**src/rtl/sdram_seq.sv**
```systemverilog
// sdram_seq: command sequencer between one host request port and sdram_cmd.
// Runs the power-up init sequence, periodic auto refresh and closed-page
// single-beat reads/writes. tRAS/tRC are timed here; all other command
// spacing is signalled back by sdram_cmd through cmd_done.
// Optional feature macro: SDRAM_AUTO_PRECHARGE_EN (READ/WRITE with A10=1,
// explicit PRECHARGE state replaced by a tRP wait).
//
// Handshake: a request transfers on a rising clk edge where req_valid and
// req_ready are both 1; req_ready never depends on req_valid. rsp_valid is a
// one-cycle pulse with no back-pressure. Each command is a one-cycle cmd_valid
// strobe with all cmd_* fields valid in that cycle; cmd_done is only looked at
// after the strobe cycle.
module sdram_seq #(
   parameter int CLK_FREQ = 100,
   parameter int RAW      = 12,
   parameter int CAW      = 8,
   parameter int DW       = 16,
   parameter int tRAS     = 37,
   parameter int tRC      = 60,
   parameter int tREF     = 64,
   parameter int tINIT    = 200
) (
   input  logic                 clk,
   input  logic                 rst,
   input  logic                 req_valid,
   output logic                 req_ready,
   input  logic                 req_write,
   input  logic [2+RAW+CAW-1:0] req_addr,
   input  logic [DW-1:0]        req_wdata,
   input  logic [DW/8-1:0]      req_byteen,
   output logic                 rsp_valid,
   output logic [DW-1:0]        rsp_rdata,
   output logic                 init_done,
   input  logic [2:0]           cfg_cas_latency,
   output logic                 cmd_valid,
   output logic [3:0]           cmd_type,
   output logic [RAW-1:0]       cmd_addr,
   output logic [DW-1:0]        cmd_data,
   output logic [1:0]           cmd_ba,
   output logic [DW/8-1:0]      cmd_dqm,
   input  logic                 cmd_done,
   input  logic [DW-1:0]        sdram_dq_in
);

   // Command encodings {cs_n, ras_n, cas_n, we_n}, matching sdram_cmd.
   localparam logic [3:0] CMD_LMR       = 4'b0000;
   localparam logic [3:0] CMD_REFRESH   = 4'b0001;
   localparam logic [3:0] CMD_PRECHARGE = 4'b0010;
   localparam logic [3:0] CMD_ACTIVE    = 4'b0011;
   localparam logic [3:0] CMD_WRITE     = 4'b0100;
   localparam logic [3:0] CMD_READ      = 4'b0101;

   localparam int C_RAS  = (tRAS * CLK_FREQ + 999) / 1000;
   localparam int C_RC   = (tRC * CLK_FREQ + 999) / 1000;
   localparam int C_INIT = tINIT * CLK_FREQ;
   localparam int C_REFI = (tREF * 1000 * CLK_FREQ) / (1 << RAW);

   localparam int INIT_W = $clog2(C_INIT + 1);
   localparam int RAS_W  = $clog2(C_RAS + 1);
   localparam int RC_W   = $clog2(C_RC + 1);
   localparam int REF_W  = $clog2(C_REFI + 1);

   localparam logic [RAW-1:0] A10 = RAW'(1024);

   typedef enum logic [3:0] {
      INIT_WAIT = 4'd0,
      INIT_PRE  = 4'd1,
      INIT_REF1 = 4'd2,
      INIT_REF2 = 4'd3,
      INIT_LMR  = 4'd4,
      IDLE      = 4'd5,
      ACT       = 4'd6,
      RW        = 4'd7,
      PRE       = 4'd8,
      REF       = 4'd9
`ifdef SDRAM_AUTO_PRECHARGE_EN
      , AP_WAIT = 4'd10
`endif
   } state_t;

   state_t state, next_state;

   // issued: the current command state has already strobed cmd_valid
   logic              issued;
   logic [INIT_W-1:0] init_cnt;
   logic [RAS_W-1:0]  ras_cnt;
   logic [RC_W-1:0]   rc_cnt;
   logic [REF_W-1:0]  ref_cnt;
   logic              ref_pending;
   logic              l_write;
   logic [1:0]        l_ba;
   logic [RAW-1:0]    l_row;
   logic [CAW-1:0]    l_col;
   logic [DW-1:0]     l_wdata;
   logic [DW/8-1:0]   l_byteen;
   logic              rd_busy;
   logic [2:0]        rd_cnt;

`ifdef SDRAM_AUTO_PRECHARGE_EN
   localparam int C_RP = (15 * CLK_FREQ + 999) / 1000;
   localparam int RP_W = $clog2(C_RP + 1);
   localparam logic [RAW-1:0] RW_A10 = A10;
   logic [RP_W-1:0] rp_cnt;

   // tRP wait after an auto-precharging access completes
   always_ff @(posedge clk) begin
      if (rst || state != AP_WAIT) rp_cnt <= '0;
      else                         rp_cnt <= rp_cnt + RP_W'(1);
   end
`else
   localparam logic [RAW-1:0] RW_A10 = '0;
`endif

   // State register plus per-state issue flag
   always_ff @(posedge clk) begin
      if (rst) begin
         state  <= INIT_WAIT;
         issued <= 1'b0;
      end else begin
         state  <= next_state;
         issued <= (next_state != state) ? 1'b0 : (issued | cmd_valid);
      end
   end

   // Next state and the command strobe with its fields
   always_comb begin
      next_state = state;
      cmd_valid  = 1'b0;
      cmd_type   = '0;
      cmd_addr   = '0;
      cmd_ba     = '0;
      cmd_data   = '0;
      cmd_dqm    = '0;
      req_ready  = 1'b0;
      case (state)
         INIT_WAIT: if (init_cnt == INIT_W'(C_INIT - 1)) next_state = INIT_PRE;
         INIT_PRE: begin
            if (!issued) begin
               cmd_valid = 1'b1; cmd_type = CMD_PRECHARGE; cmd_addr = A10;
            end else if (cmd_done) next_state = INIT_REF1;
         end
         INIT_REF1: begin
            if (!issued) begin
               cmd_valid = 1'b1; cmd_type = CMD_REFRESH;
            end else if (cmd_done) next_state = INIT_REF2;
         end
         INIT_REF2: begin
            if (!issued) begin
               cmd_valid = 1'b1; cmd_type = CMD_REFRESH;
            end else if (cmd_done) next_state = INIT_LMR;
         end
         INIT_LMR: begin
            // BL=1, sequential, burst write; only CAS latency varies
            if (!issued) begin
               cmd_valid = 1'b1; cmd_type = CMD_LMR;
               cmd_addr  = RAW'({cfg_cas_latency, 4'b0000});
            end else if (cmd_done) next_state = IDLE;
         end
         IDLE: begin
            req_ready = init_done & ~ref_pending;
            if (ref_pending)                 next_state = REF;
            else if (req_valid && req_ready) next_state = ACT;
         end
         ACT: begin
            if (!issued) begin
               if (rc_cnt == '0) begin
                  cmd_valid = 1'b1; cmd_type = CMD_ACTIVE;
                  cmd_ba    = l_ba; cmd_addr = l_row;
               end
            end else if (cmd_done) next_state = RW;
         end
         RW: begin
            if (!issued) begin
               cmd_valid = 1'b1;
               cmd_ba    = l_ba;
               cmd_addr  = RAW'(l_col) | RW_A10;
               if (l_write) begin
                  cmd_type = CMD_WRITE; cmd_data = l_wdata; cmd_dqm = ~l_byteen;
               end else begin
                  cmd_type = CMD_READ;
               end
            end else if (cmd_done) begin
`ifdef SDRAM_AUTO_PRECHARGE_EN
               next_state = AP_WAIT;
`else
               next_state = PRE;
`endif
            end
         end
         PRE: begin
            if (!issued) begin
               if (ras_cnt == '0) begin
                  cmd_valid = 1'b1; cmd_type = CMD_PRECHARGE; cmd_ba = l_ba;
               end
            end else if (cmd_done) next_state = IDLE;
         end
         REF: begin
            if (!issued) begin
               cmd_valid = 1'b1; cmd_type = CMD_REFRESH;
            end else if (cmd_done) next_state = IDLE;
         end
`ifdef SDRAM_AUTO_PRECHARGE_EN
         AP_WAIT: if (rp_cnt == RP_W'(C_RP - 1)) next_state = IDLE;
`endif
         default: next_state = INIT_WAIT;
      endcase
   end

   // Init wait, row timing counters, refresh timer and init_done flag
   always_ff @(posedge clk) begin
      if (rst) begin
         init_cnt    <= '0;
         ras_cnt     <= '0;
         rc_cnt      <= '0;
         ref_cnt     <= '0;
         ref_pending <= 1'b0;
         init_done   <= 1'b0;
      end else begin
         if (state == INIT_WAIT) init_cnt <= init_cnt + INIT_W'(1);
         if (state == ACT && cmd_valid) begin
            ras_cnt <= RAS_W'(C_RAS - 1);
            rc_cnt  <= RC_W'(C_RC - 1);
         end else begin
            if (ras_cnt != '0) ras_cnt <= ras_cnt - RAS_W'(1);
            if (rc_cnt != '0)  rc_cnt  <= rc_cnt - RC_W'(1);
         end
         if (state == REF && cmd_valid) ref_pending <= 1'b0;
         // An expiry while already pending just leaves the flag set
         if (init_done) begin
            if (ref_cnt == '0) begin
               ref_cnt     <= REF_W'(C_REFI - 1);
               ref_pending <= 1'b1;
            end else begin
               ref_cnt <= ref_cnt - REF_W'(1);
            end
         end
         if (state == INIT_LMR && issued && cmd_done) init_done <= 1'b1;
      end
   end

   // Request latch on the IDLE handshake
   always_ff @(posedge clk) begin
      if (rst) begin
         l_write  <= 1'b0;
         l_ba     <= '0;
         l_row    <= '0;
         l_col    <= '0;
         l_wdata  <= '0;
         l_byteen <= '0;
      end else if (state == IDLE && next_state == ACT) begin
         l_write               <= req_write;
         {l_ba, l_row, l_col}  <= req_addr;
         l_wdata               <= req_wdata;
         l_byteen              <= req_byteen;
      end
   end

   // Read capture: READ in cycle T samples DQ at the end of T+CL+1
   always_ff @(posedge clk) begin
      if (rst) begin
         rd_busy   <= 1'b0;
         rd_cnt    <= '0;
         rsp_valid <= 1'b0;
         rsp_rdata <= '0;
      end else begin
         rsp_valid <= 1'b0;
         if (state == RW && cmd_valid && !l_write) begin
            rd_busy <= 1'b1;
            rd_cnt  <= cfg_cas_latency;
         end else if (rd_busy) begin
            if (rd_cnt == '0) begin
               rsp_rdata <= sdram_dq_in;
               rsp_valid <= 1'b1;
               rd_busy   <= 1'b0;
            end else begin
               rd_cnt <= rd_cnt - 3'd1;
            end
         end
      end
   end

endmodule

```
**config.mk**
```make
export PLATFORM = sky130hd
export DESIGN_NAME = sdram_seq
export DESIGN_NICKNAME = d
export VERILOG_FILES = /design/src/rtl/sdram_seq.sv
export SDC_FILE = /design/constraint.sdc
export NUM_CORES = 1
export LEC_CHECK = 0
export CORE_MARGIN = 1.5
export CORE_UTILIZATION = 37
export CTS_CLUSTER_DIAMETER = 50
export DETAILED_ROUTE_END_ITERATION = 8
export HOLD_SLACK_MARGIN = 0.15
export PLACE_DENSITY = 0.67
export SETUP_SLACK_MARGIN = 0.1
export SYNTH_ARGS = -nofsm -noshare
export SYNTH_HDL_FRONTEND = slang
export SYNTH_SLANG_ARGS = --single-unit
```
**constraint.sdc**
```tcl
create_clock -name clk -period 5.3 [get_ports clk]
set_input_delay 0.53 -clock clk [delete_from_list [all_inputs] [get_ports clk]]
set_output_delay 0.53 -clock clk [all_outputs]
set_load 0.01 [all_outputs]
```
**I/O nets highlighted**

The bar under the picture is 20 um long.
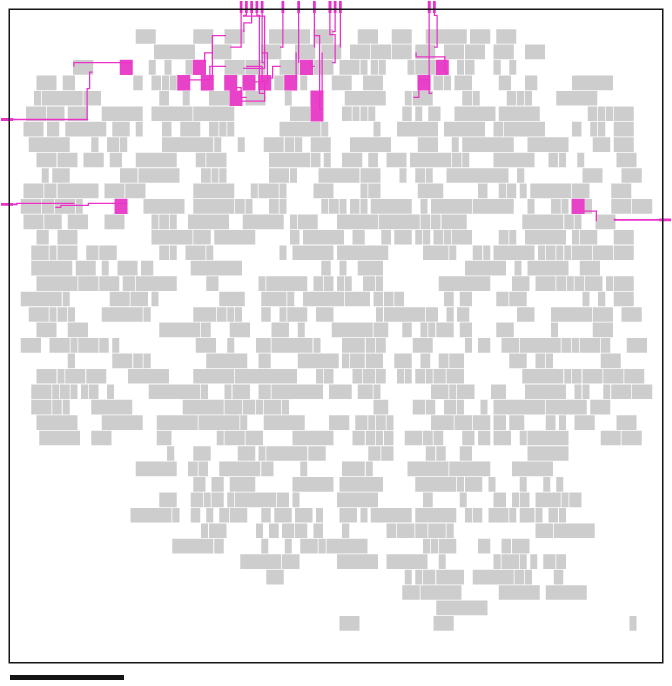
cmd_data -> magenta  # direction output, edge 13 top, 2 left, 1 right, end cells 16, buffers 16, wire 284 um

==> changes_impl.md <==
### Physical design

- Result of the run: finished clean
- Insertion delay to the later sink of the worst-skew pair: 350 ps
- Startpoint of the lowest-slack register-to-register path: state[1]
- Post-layout period usage of the worst path: 66.4%
- Most frequent CP cell: nor2_1
- Rel. slew slack: 50.1%
- Number of buffers inserted for hold repair after clock tree synthesis: 0
- Total placed instance area: 5860 um2
- Most repeated cell in the gate-level netlist after synthesis: nand2_1
- Count of input and output buffers: 118
- Share of the core filled with cells in the final layout: 51.0%
- Tmin final: 3520 ps
- Number of synthesized register bits: 101
- Critical path data arrival time: 2990 ps
- Clk sinks: 101
- Count of final setup violators: 0
- Hold path cells: 2
- Topmost layer with routed signal wires: met4
- Worst Hold Launch: l_ba[0]
- Worst-path clk slew: 60 ps
- Final total negative setup slack: 0 ps
- Dominant delay contributor by cell family on the critical path: simple AND/OR/NAND/NOR gates
- Summed area of non-filler cells in the final layout: 6180 um2
- Buffer levels on the longest clock path: 2
- Clock root cell: clkbuf_16
- GP Congestion: 0.807
- Register share of the cell area: 32.7%
- Overflow left after global routing: 0
- Pre-antenna DRT Iters: 4
- Count of pins over their slew limit: 0
- Chip area line of the yosys report: 4630 um2
- Leading post-synthesis cells by instance count: nand2_1, dfxtp_1, a21oi_1
- Worst Path Max Fanout: 23
- Transition time at the pin with the least slew margin: 748 ps
- Setup bufs post-CTS: 0
- Width of the die: 115 um
- Worst clock skew: 7.23 ps
- # diodes: 0
- Setup slack of the most critical reg-to-reg path: 3020 ps
- Setup ws final: 1780 ps
- Number of placed I/O pins: 120
- Pre-CTS setup slack: 2160 ps
- Met3 demand-to-capacity share in global routing: 5.22%
- Post-Route M1 WL: 5420 um
- Total number of H-tree levels: 3
- Req. time, crit path: 4770 ps
- Register share after synthesis: 43.7%
- Clock-cell share of area: 5.26%
- Floorplan core density: 38.2%
- Number of CTS-inserted buffers: 9
- Average cell area after synthesis: 8.01 um2
- Worst Setup End Kind: output port
- Top area contributor share: 43.7%
- Resized Gates After CTS: 0
- Remaining antenna violation count after routing: 0
- Number of enable-type register cells in the synthesized netlist: 0
- Initial antenna violation count: 0
- Setup repair after global routing missed its margin: false
- Syn Nets: 651
- Vias per cell: 4.90
- Launch point of the worst path: state[2]
- Inverters: 17
- Maximum clock frequency: 284 MHz
- Library cells used by synthesis: 52
- Power density cells: 270 nW/um2
- Worst-case vdd ir drop: 0.000173 V
- Tapcell count: 168
- Fraction of registers with async set/reset: 0%
- Routing usage on met2: 28.7%
- Number of buffers other than clock buffers in the final layout: 121
- Max-cap violations: 0
- Worst hold slack after final layout: 452 ps
- CTS tree: built
- Detail Route met3 WL: 748 um
- Register Area: 2020 um2
- Non-clock buffer contribution to total cell area: 19.4%
- Share of layout cells above drive strength 1: 7.25%
- Largest area contributor in the netlist: dfxtp_1
- Non-Filler Instances: 844
- Number of rows created at floorplan: 40
- Standard cell with the maximum stage delay on the critical path: dfxtp_1
- Multi-input logic area: 2360 um2
- M1 GR Usage: 23.0%
- Area growth from synthesis to layout: 33.6%
**Routed metal per tile**

The die is cut into 23 by 23 equal tiles; dark blue is low, red is high, scaled to the fullest tile. Values are wire area over tile area, all layers added.
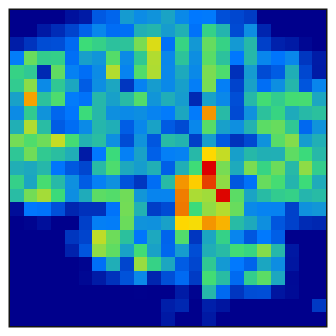
emptiest ninth of the die = bottom left
fullest tile = 0.50
nearly empty tiles = 20%
mean over tiles = 0.14
DR vias: 4132
drt total wl: 11500 um
global-route usage over all layers: 17.8%
routed length per placed instance: 13.6 um

flip-flops by register name, indices dropped and copies added (netlist names):
name,count
state,4
l_write,1
rsp_rdata,16
init_done,1
rc_cnt,3
rsp_valid,1
rd_cnt,3
issued,1
rd_busy,1
ref_cnt,11
init_cnt,15
l_col,8
l_wdata,16
ras_cnt,3
l_ba,2
l_row,12
ref_pending,1
l_byteen,2
logic make-up after synthesis:
logic type	count (synthesis)	share of synthesized area, %
xor gates and xnor gates	23	4.35
DFF	101	43.7
AOI/OAI and AO/OA	116	15.3
adders and majority gates	9	2.43
and+or+nand+nor	265	27.2
muxes	7	1.60
buffers and inverters	56	5.27
other	1	0.0810
placed cells by master, fill, tap and decap left out, drive strengths merged, types with 4 or more instances in the layout:
| cell type | count |
|---|---|
| nand4 | 5 |
| and3 | 24 |
| inv | 17 |
| a21oi | 78 |
| nand3 | 9 |
| nor3 | 8 |
| a22o | 11 |
| xnor2 | 11 |
| clkdlybuf4s50 | 117 |
| o21ai | 11 |
| and2 | 9 |
| ha | 9 |
| nand2 | 135 |
| mux2i | 4 |
| dfxtp | 101 |
| nand2b | 7 |
| xor2 | 12 |
| nor2 | 46 |
| nor4 | 5 |
| nor2b | 5 |
| buf | 4 |
| clkbuf | 10 |
report_power, final:
group	internal (uW)	switching, uW
registers	777	11.1
clock network	425	281
logic	91.4	80.7
total	1290	372
how the worst max path moves through the flow:
stage | cells after the start | slack [ps] | endpoint
after global routing | 6 | 1500 | cmd_dqm[1]
after CTS | 5 | 1780 | cmd_data[2]
final | 6 | 1780 | cmd_dqm[1]
after floorplan | 9 | 2910 | cmd_addr[1]
after detailed placement | 6 | 2160 | cmd_dqm[1]
after global placement | 6 | 2250 | cmd_dqm[1]
No activity file was given, so power comes from the tool's default toggle rates.
